Fig. 1: zoomed window
Scale bar: 10 microns. Window x 52 to 77, y 26 to 51 microns. Cells in gray, sequential cells in the stronger gray; small squares are vias.
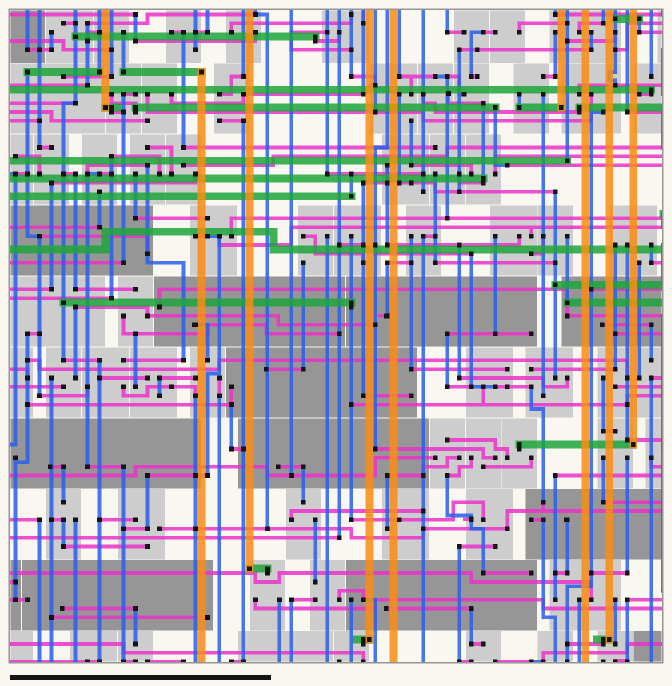
Fig. 2: signal metal coverage by tile
The die is cut into 26 by 26 equal tiles; black is low, pale yellow is high, scaled to the fullest tile. Values are wire area over tile area, all layers added.
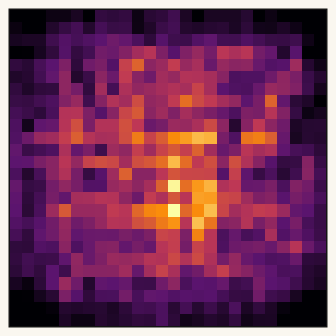
Fig. 3: gate families picked out
Scale bar: 50 microns.
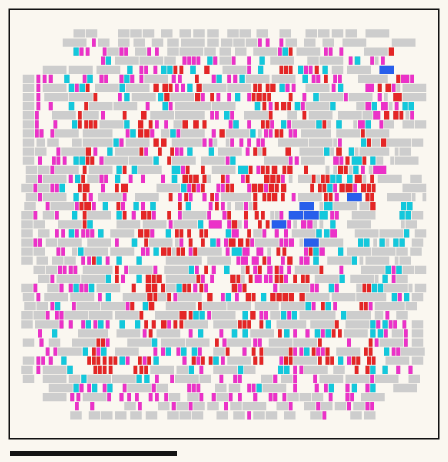
Fig. 4: cell outlines without signal wires
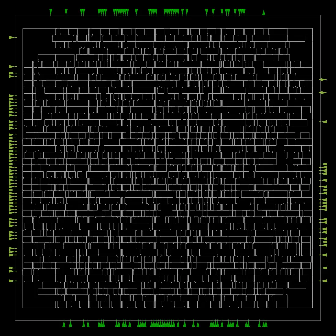
Fig. 5: clock distribution
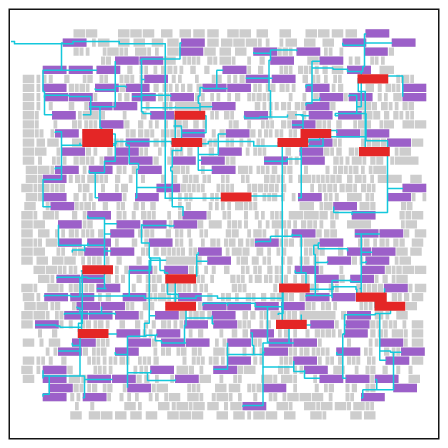
==> config.mk <==
export PLATFORM = sky130hd
export DESIGN_NAME = param_readback_tx
export DESIGN_NICKNAME = d
export VERILOG_FILES = /design/src/rtl/param_readback_tx.sv
export SDC_FILE = /design/constraint.sdc
export NUM_CORES = 1
export LEC_CHECK = 0
export ABC_AREA = 1
export CAP_MARGIN = 20
export CORE_MARGIN = 3
export CORE_UTILIZATION = 52
export CTS_BUF_LIST = sky130_fd_sc_hd__clkbuf_4 sky130_fd_sc_hd__clkbuf_8 sky130_fd_sc_hd__clkbuf_16
export CTS_CLUSTER_SIZE = 25
export DETAILED_ROUTE_END_ITERATION = 10
export PLACE_DENSITY_LB_ADDON = 0.1
export SLEW_MARGIN = 20
export SYNTH_ARGS = -nofsm -noshare
export SYNTH_HDL_FRONTEND = slang
export SYNTH_SLANG_ARGS = --single-unit
==> constraint.sdc <==
create_clock -name clk -period 3.25 [get_ports clk]
set_clock_uncertainty 0.05 [all_clocks]
set_input_delay 0.65 -clock clk [delete_from_list [all_inputs] [get_ports clk]]
set_output_delay 0.65 -clock clk [all_outputs]
set_load 0.05 [all_outputs]
==> reports/notes.md <==
The flow ran to the end, and the final reports show no timing, DRC or antenna violations. The layout buffering overhead excluding clock cells works out to 16.8%. In the final layout, the fill cell count is 1267. The run gives 39.0% as the met1 track utilization from global routing. For the number of cells after detailed placement, the log shows 1472. As reported, the later end of the worst-skew pair has a clock insertion delay of 430 ps.

RePlAce ended its routability-driven mode at a weighted congestion of 0.989. The synthesis stat section lists a flop and latch total of 174. Counting endpoints that fail hold in the final report gives 0. For the global-route wire length before repair, the log shows 36300 microns.

For the iteration tally of the first detailed-router pass, the log shows 5. Per the Yosys statistics, synthesis produced 1180 cells. The half-perimeter wire length of the detailed placement result was 15700 microns; the reported leakage power was 4.48 nW. The final timing summary puts the cycle share of the worst path at 75.2%. The slowest stage of the critical path is the nor2_1 cell. Sequential cells placed in the final layout were counted as 174. Setup violations remaining at the end of the flow were counted as 0.

The final antenna diode tally reported by the flow is 0. The tools report the number of antenna violations at the first check in global routing as 0. Gates resized during post-CTS repair numbered 0. Summed over all nets, wire length on met2 after detailed routing comes to 10000 microns. The plain and repair buffers instantiated in the layout total 168. The classification of the worst setup path was flip-flop to flip-flop. Once layout is complete, the utilization of the core stands at 71.0%.

Nets still carrying antenna violations after routing amount to 0. The layout has 49 inverters outside the clock class. Summing all placed instances gives a cell area of 0.00946 sq mm. Prior to clock tree synthesis, the placed netlist has a worst setup slack of 809 ps. Cell internal power was estimated by the tool at 0.00385 W.

The required time reported for the critical path endpoint is 3560 ps, and the total power per unit cell area is 511 mW/mm^2. The clock H-tree reported by CTS has 4 levels. The number of max-cap violations came out at 0.
About Fig. 1:
| color | layer |
|---|---|
| orange | met4 |
| blue | met2 |
| green | met3 |
| magenta | met1 |
sequential cells in the window: 10
cells with their middle in the window: 65
most frequent: nor2_1 (19), nand2_1 (18)

About Fig. 2:
fullest tile: 0.77
nearly empty tiles: 5.8%
tiles over half the peak: 14%
densest ninth of the die: center
via total after detailed routing: 8004
total length of routed wires: 22700 microns
final routed wire length divided by cell count: 15.1 microns
global routing usage summed across all routing layers: 27.6%

About Fig. 3:
| color | family | cells | most used |
|---|---|---|---|
| blue | adder and majority cells | 7 | ha_1 |
| red | NAND gates | 298 | nand2_1 |
| magenta | NOR gates | 404 | nor2_1 |
| cyan | inverting AOI/OAI gates | 190 | o21ai_0 |
combinational share of cell area: 38.4%
number of standard cells in the final layout excluding fillers: 1504
most used logic cell in the final layout: nor2_1

About Fig. 4:
tapcell count: 180
flip-flop and latch share of the layout cell area: 34.6%

About Fig. 5:
[red] cells driving clock nets | count: 17
[purple] flip-flops | count: 174
[cyan] clock wires | length: 1920 microns
routed clock nets: 18
part of the total power dissipated in the clock network: 41.4%
power dissipated in the clock network: 0.00213 W

Power figures rest on the tool's default switching activity, not on a simulated workload.
